==> src/rtl/return_stack_pkg.sv <==
// Shared constants and types for the hardware return-address stack.
package return_stack_pkg;

  localparam int RSTACK_DEPTH_DEFAULT = 8;

  // CALL/RET opcodes decoded by SequenceControl into push_ni/pop_ni.
  localparam logic [3:0] OPC_CALL = 4'hC;
  localparam logic [3:0] OPC_RET  = 4'hD;

  typedef enum logic [1:0] {
    OP_NONE,
    OP_PUSH,
    OP_POP,
    OP_REPLACE
  } stack_op_e;

endpackage

==> src/rtl/rstack_storage.sv <==
// Return-stack entry array: one synchronous write port, one asynchronous read port, no reset.
module rstack_storage #(
  parameter int DATA_WIDTH = 16,
  parameter int DEPTH      = 8,
  parameter int ADDR_WIDTH = 3
) (
  input  logic                  clk,
  input  logic                  we,
  input  logic [ADDR_WIDTH-1:0] waddr,
  input  logic [DATA_WIDTH-1:0] wdata,
  input  logic [ADDR_WIDTH-1:0] raddr,
  output logic [DATA_WIDTH-1:0] rdata
);

  logic [DATA_WIDTH-1:0] mem [DEPTH];

  always_ff @(posedge clk) begin
    if (we) mem[waddr] <= wdata;
  end

  assign rdata = mem[raddr];

endmodule

==> src/rtl/return_stack.sv <==
// Parametrised return-address stack with sticky overflow/underflow flags.
// Define RSTACK_WRAP_EN to make a push while full overwrite the oldest entry.
module return_stack
  import return_stack_pkg::*;
#(
  parameter int DATA_WIDTH = 16,
  parameter int DEPTH      = RSTACK_DEPTH_DEFAULT
) (
  input  logic                    clk_i,
  input  logic                    reset_ni,
  input  logic                    clr_ni,
  input  logic                    push_ni,
  input  logic                    pop_ni,
  input  logic [DATA_WIDTH-1:0]   data_i,
  output logic [DATA_WIDTH-1:0]   data_o,
  output logic [$clog2(DEPTH):0]  count_o,
  output logic                    empty_o,
  output logic                    full_o,
  output logic                    overflow_o,
  output logic                    underflow_o
);

  localparam int PTR_WIDTH = $clog2(DEPTH);
  localparam logic [PTR_WIDTH-1:0] PTR_ONE    = PTR_WIDTH'(1);
  localparam logic [PTR_WIDTH:0]   CNT_ONE    = (PTR_WIDTH+1)'(1);
  localparam logic [PTR_WIDTH:0]   FULL_COUNT = (PTR_WIDTH+1)'(DEPTH);

  logic [PTR_WIDTH-1:0]  ptr, ptr_next, waddr;
  logic [PTR_WIDTH:0]    count, count_next;
  logic                  ovf, ovf_next, unf, unf_next;
  logic                  we, empty, full;
  logic [DATA_WIDTH-1:0] rdata;
  stack_op_e             op;

  assign empty = (count == '0);
  assign full  = (count == FULL_COUNT);

  // Push+pop on an empty stack degrades to a plain push so it never underflows.
  always_comb begin
    op = OP_NONE;
    case ({push_ni, pop_ni})
      2'b01:   op = OP_PUSH;
      2'b10:   op = OP_POP;
      2'b00:   op = empty ? OP_PUSH : OP_REPLACE;
      default: op = OP_NONE;
    endcase
  end

  always_comb begin
    ptr_next   = ptr;
    count_next = count;
    ovf_next   = ovf;
    unf_next   = unf;
    we         = 1'b0;
    waddr      = ptr;
    if (!clr_ni) begin
      ptr_next   = '0;
      count_next = '0;
      ovf_next   = 1'b0;
      unf_next   = 1'b0;
    end else begin
      case (op)
        OP_REPLACE: we = 1'b1;
        OP_PUSH: begin
          if (!full) begin
            ptr_next   = ptr + PTR_ONE;
            waddr      = ptr + PTR_ONE;
            we         = 1'b1;
            count_next = count + CNT_ONE;
          end else begin
            ovf_next = 1'b1;
`ifdef RSTACK_WRAP_EN
            ptr_next = ptr + PTR_ONE;
            waddr    = ptr + PTR_ONE;
            we       = 1'b1;
`endif
          end
        end
        OP_POP: begin
          if (!empty) begin
            ptr_next   = ptr - PTR_ONE;
            count_next = count - CNT_ONE;
          end else begin
            unf_next = 1'b1;
          end
        end
        default: ;
      endcase
    end
  end

  always_ff @(posedge clk_i or negedge reset_ni) begin
    if (!reset_ni) begin
      ptr   <= '0;
      count <= '0;
      ovf   <= 1'b0;
      unf   <= 1'b0;
    end else begin
      ptr   <= ptr_next;
      count <= count_next;
      ovf   <= ovf_next;
      unf   <= unf_next;
    end
  end

  rstack_storage #(
    .DATA_WIDTH(DATA_WIDTH),
    .DEPTH     (DEPTH),
    .ADDR_WIDTH(PTR_WIDTH)
  ) u_storage (
    .clk  (clk_i),
    .we   (we && reset_ni),
    .waddr(waddr),
    .wdata(data_i),
    .raddr(ptr),
    .rdata(rdata)
  );

  assign data_o      = empty ? '0 : rdata;
  assign count_o     = count;
  assign empty_o     = empty;
  assign full_o      = full;
  assign overflow_o  = ovf;
  assign underflow_o = unf;

endmodule

==> config.mk <==
export PLATFORM = sky130hd
export DESIGN_NAME = return_stack
export DESIGN_NICKNAME = d
export VERILOG_FILES = /design/src/rtl/return_stack_pkg.sv /design/src/rtl/rstack_storage.sv /design/src/rtl/return_stack.sv
export SDC_FILE = /design/constraint.sdc
export NUM_CORES = 1
export LEC_CHECK = 0
export ABC_CLOCK_PERIOD_IN_PS = 8050
export CAP_MARGIN = 20
export CELL_PAD_IN_SITES_DETAIL_PLACEMENT = 0
export CELL_PAD_IN_SITES_GLOBAL_PLACEMENT = 2
export CORE_MARGIN = 2
export CORE_UTILIZATION = 45
export CTS_BUF_LIST = sky130_fd_sc_hd__clkbuf_8
export DETAILED_ROUTE_END_ITERATION = 8
export PLACE_DENSITY = 0.75
export REMOVE_ABC_BUFFERS = 1
export SLEW_MARGIN = 10
export SYNTH_ARGS = -nofsm -noshare
export SYNTH_HDL_FRONTEND = slang
export SYNTH_HIERARCHICAL = 1
export SYNTH_SLANG_ARGS = --single-unit
==> constraint.sdc <==
create_clock -name clk_i -period 8.05 [get_ports clk_i]
set_input_delay 2.415 -clock clk_i [delete_from_list [all_inputs] [get_ports clk_i]]
set_output_delay 2.415 -clock clk_i [all_outputs]
set_load 0.05 [all_outputs]
==> run_1/ff_map.png <==
Other sequential cells in the stronger grey, the rest of the logic in the fainter grey.
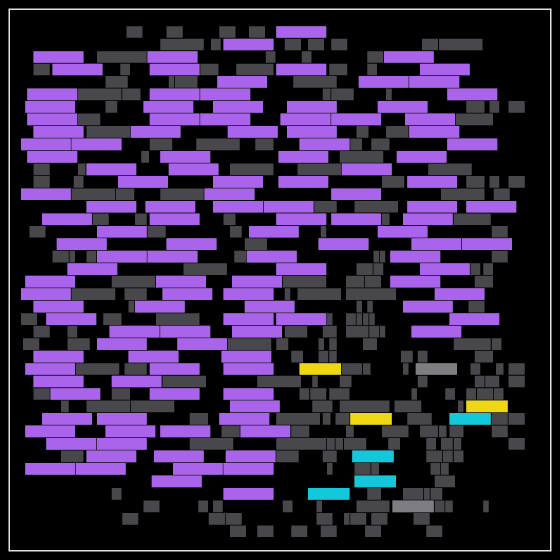
name in the netlist	colour	flops
u_storage/mem	purple	128
count_o	cyan	4
ptr	yellow	3
not coloured	2

==> run_1/m1.png <==
The bar under the picture is 20 um long.
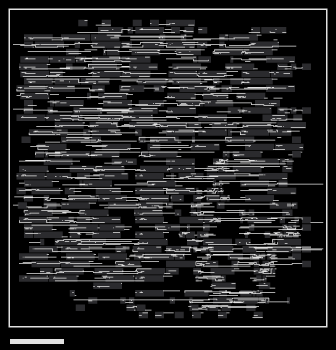
wire length on this layer	4,870 um
share of all routed wire	45%

==> metrics.sh, run 1 <==
STATUS='complete, no violations'
PLACEDINSTANCEAREA_SQ_MM=0.00645
YS_ASYNC_SR_FRACTION=0.0657
DRT-PASS1-ITER-COUNT=4
WORST_SLEW_PIN_SLEW_NS=1.04
CLOCK_TREE.BUFFER_DEPTH=2
WORST_SETUP_HOLD_PATH_CLK_SLEW_NS=0.07
CLOCK_TREE.ROOT_CELL='clkbuf_8'
LOGIC_AREA_SQ_MM=0.00164
WORSTSETUPSTARTPOINTTYPE='flip-flop'
YOSYS-MUX-AREA-FRACTION=0.180
NUMPORTBUFFERS=44
GRT_START_MAX_NET_PINS=36
SYNTHXORXNORAREAFRAC=0.00452
ROUTE.DETAILED.WL_PER_INST_UM=20.2
DOMINANT_NON_SEQUENTIAL_CELL_FAMILY_AFTER_SYNTHESIS='multiplexers'
CORE_REGION_AREA_SQ_MM=0.0126
YOSYS.STAT.SEQSHARE=0.700
SHARE_OF_THE_CLOCK_PERIOD_USED_BY_THE_WORST_PATH_AFTER_LAYOUT=0.729
NUM_ROWS=41
ANTENNA_CELLS=0
DRTANTENNAVIOLNETS=0
DRC=0
NUM-FILL-CELLS=1024
ROUTED_WL_UM=10800
CTS_SETUP_BUFFERS=0
PRE_CTS_WS_NS=2.33
CTSHTREEMAXLEVEL=4
GLOBAL_ROUTE.USAGE.TOTAL=0.166
GRT_OVERFLOW=0
P_LEAK_nW=2.31
POST-ROUTE-UTIL=0.544
TIGHTEST_HOLD_CHECK_TYPE='flip-flop to flip-flop'
TOTALNEGATIVESETUPSLACK_NS=0
SYNTH.YOSYS.NUM_CELLS=294
FINAL_LAYOUT_TOP_LOGIC_CELL='edfxtp_1'
DRT_ITER0_MARKERS=156
FINALHOLDVIOLCOUNT=0
POWER.DENSITY_CELL_AREA_mW_PER_MM2=348
SYN-INSTANCE-COUNT=294
MAXCLOCKFREQUENCY_MHz=170
FLOORPLANUTILIZATION=0.461
DP.FINAL_HPWL_UM=6550
==> run_1/m3.png <==
The bar under the picture is 20 um long.
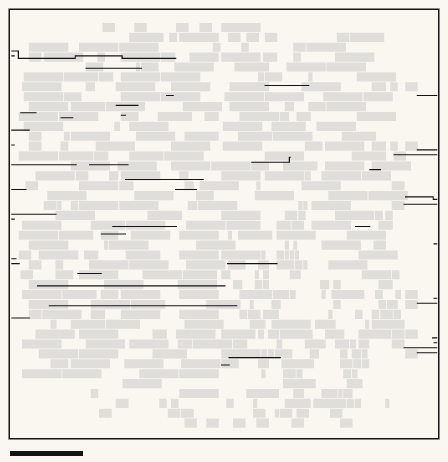
nets with wire on the layer	32
share of all routed wire	3.9%
wire length on this layer	424 um

[run 1: final timing paths]
check | start | to | slack [ns] | cells past startpoint
min in group asynchronous | reset_ni | underflow_o | 2.30 | 1
max | ptr[0] | data_o[9] | 2.18 | 6
min | underflow_o | underflow_o | 0.53 | 2
min reg2reg | underflow_o | underflow_o | 0.53 | 2
max reg2reg | ptr[0] | u_storage/mem[5][12] | 4.32 | 9
max in group asynchronous | reset_ni | overflow_o | 5.42 | 1
[run 1: cell type report]
cell class | instances | share of cell area
sequential | 137 | 0.592
multi-input combinational | 138 | 0.239
timing repair buffer | 55 | 0.0772
clock buffer | 17 | 0.0341
tap | 172 | 0.0313
clock inverter | 15 | 0.0244
inverter | 4 | 0.00219
[run 1: state kept, by name, summed over array words and instances, names as in the netlist]
register       count
count_o            4
underflow_o        1
overflow_o         1
u_storage/mem    128
ptr                3
[run 1: power by group]
part           switching (mW)  total, mW  internal, mW
Sequential             0.0565      0.876         0.819
Combinational           0.554      0.949         0.395
Clock                   0.236      0.564         0.328
Total                   0.847       2.39          1.54
[run 1: routing by layer]
| metal | up-vias | part of all wire | wire length [um] | global-route usage |
|---|---|---|---|---|
| met5 | - | 0 | 0 | 0 |
| met4 | 0 | 0.012 | 125 | 0.0693 |
| met3 | 11 | 0.039 | 423 | 0.0446 |
| met2 | 59 | 0.50 | 5430 | 0.265 |
| met1 | 1508 | 0.45 | 4870 | 0.217 |
| li1 | 1328 | - | - | - |
[run 1: critical path, cell delays in order, from the launching register on]
cell,delay (ns)
dfrtp_1,0.72
buf_8,0.24
buf_4,0.32
mux4_1,0.61
mux2_2,0.28
and2_1,0.14
clkdlybuf4s50_1,0.70
==> run 2: changes to the inputs <==
- ABC_CLOCK_PERIOD_IN_PS: 8050 -> 4850
- CORE_UTILIZATION: 45 -> 42
- PLACE_DENSITY: 0.75 -> 0.74
- clock period: 8.05 -> 4.85 ns (I/O delays scaled with it)
==> run_2/ff_map.png <==
Other sequential cells in the stronger grey, the rest of the logic in the fainter grey.
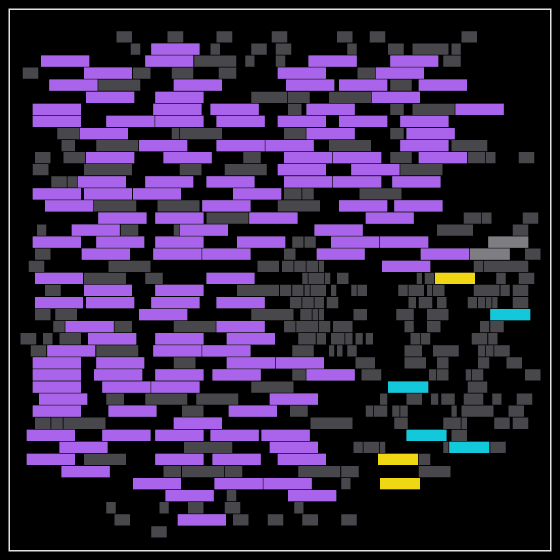
name in the netlist	colour	flops
ptr	yellow	3
count_o	cyan	4
u_storage/mem	purple	128
not coloured	2

==> run 2 against run 1 <==
Net effect: utilization shrank 2.5 points; non-clock buffer count up 8; cell count up 2.2%; area after synthesis stayed put; count of clock-buffer cells in the layout unchanged; sequential share of layout area fell by 0.76 points; power is 67% higher; sequential cell count stayed put; critical path type unchanged; critical endpoint is now data_o[8]; highest routed layer unchanged.
==> metrics.sh, run 2 <==
DRT-PASS1-ITER-COUNT=5  # +1
GR-USAGE-MET3=0.0468  # +0.00224
HOLD-PATH-ENDPOINT='overflow_o'
DP.FINAL_HPWL_UM=6620  # +0.98%
CP_NUM_BUF_INV=2  # -1
TIGHTEST_HOLD_CHECK_TYPE='flip-flop to flip-flop'
DRTANTENNAVIOLNETS=0  # unchanged
ROUTE.DETAILED.WL_PER_INST_UM=20.1  # -0.44%
P_LEAK_nW=2.33  # +1.0%
TIMING.CRITICAL_PATH.FROM='ptr[0]'
HOLD_PATH.STARTPOINT='overflow_o'
NUM_ROWS=42  # +2.4%
GRT_OVERFLOW=0  # unchanged
ROUTED_WL_UM=11000  # +1.8%
TIMING.REG2REG.WORST_PATH_DEPTH=7  # -2
NUM-FILL-CELLS=1117  # +9.1%
STATUS='complete, no violations'
MET1_USAGE=0.218  # +0.000558
HOLD_PATH_DEPTH=2  # unchanged
NUMPORTBUFFERS=44  # unchanged
TOTALNEGATIVESETUPSLACK_NS=0  # unchanged
CLOCK_TREE.ROOT_CELL='clkbuf_8'
MAX_STAGE_DELAY_NS=0.69  # -0.03 ns
FLOORPLANUTILIZATION=0.434  # -0.0268
SHARE_COMB_OF_TOTAL_POWER=0.412  # +0.015
CTS_SETUP_BUFFERS=0  # unchanged
FINALHOLDVIOLCOUNT=0  # unchanged
REGTOREGSETUPSLACK_NS=1.90  # -2.42 ns
GRT_START_MAX_NET_PINS=37  # +2.8%
POWER_FRAC_SEQ=0.356  # -0.011
LARGEST_REGISTER_FF_COUNT=128  # unchanged
WORST_SLEW_PIN_SLEW_NS=0.648  # -0.393 ns
WORSTSETUPENDPOINT='data_o[8]'
SHARE_OF_THE_CLOCK_PERIOD_USED_BY_THE_WORST_PATH_AFTER_LAYOUT=0.886
LARGEST-REGISTER='u_storage/mem'
TOP_USAGE_LAYER='met2'
INTERNAL_POWER_mW=2.51  # +62%
==> run_2/m1.png <==
The bar under the picture is 20 um long.
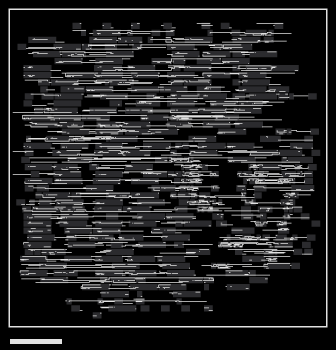
share of all routed wire	45%
longest straight run	47.8 um
wire length on this layer	4,990 um
nets with wire on the layer	347
main direction	horizontal

run 2: cell counts after synthesis:
No cell type changed its count.
run 2: power groups by stage:
| stage | Clock, mW | Combinational [mW] | Sequential [mW] |
|---|---|---|---|
| after floorplan | 0 | 1.01 | 1.54 |
| after global placement | 0 | 1.62 | 1.46 |
| after detailed placement | 0 | 1.62 | 1.47 |
| after CTS | 0.951 | 1.62 | 1.44 |
| after global routing | 1.00 | 1.75 | 1.42 |
| final | 0.927 | 1.64 | 1.42 |
run 2: metrics by stage:
| stage | hold WS (ns) | area [sq um] | instances | setup WS [ns] |
|---|---|---|---|---|
| after global placement | 0.525 | 6530 | 517 | 0.786 |
| final | 0.544 | 6960 | 550 | 0.555 |
| after floorplan | 0.811 | 5710 | 279 | 0.995 |
| after global routing | 0.574 | 6960 | 550 | 0.445 |
| after CTS | 0.551 | 6930 | 549 | 0.494 |
| after detailed placement | 0.529 | 6530 | 517 | 0.711 |
run 2: kinds of logic after synthesis:
family / after synthesis / synth area share
adder cells (fa/ha/maj): 5 / 0.0120
XOR/XNOR: 3 / 0.00452
buffers and inverters: 19 / 0.0202
AND-OR/OR-AND: 18 / 0.0230
flip-flops: 137 / 0.700
AND/OR/NAND/NOR: 60 / 0.0605
multiplexers: 52 / 0.180
run 2: final cells by class:
type                       instances  area [sq um]  area share
timing repair buffer              63           616      0.0885
tap                              176           220      0.0316
sequential                       137          4070       0.585
clock inverter                    15           166      0.0239
inverter                           4          15.0     0.00216
clock buffer                      17           234      0.0336
multi-input combinational        138          1640       0.236
run 2: worst register-to-register path: cells and delay by family, from the launching register on:
family / cells / cell delay [ns]
and+or+nand+nor: 4 / 1.32
AOI/OAI and AO/OA: 2 / 0.57
DFF: 1 / 0.47
buffers and inverters: 1 / 0.28
Power is estimated from default activity; no workload was simulated.
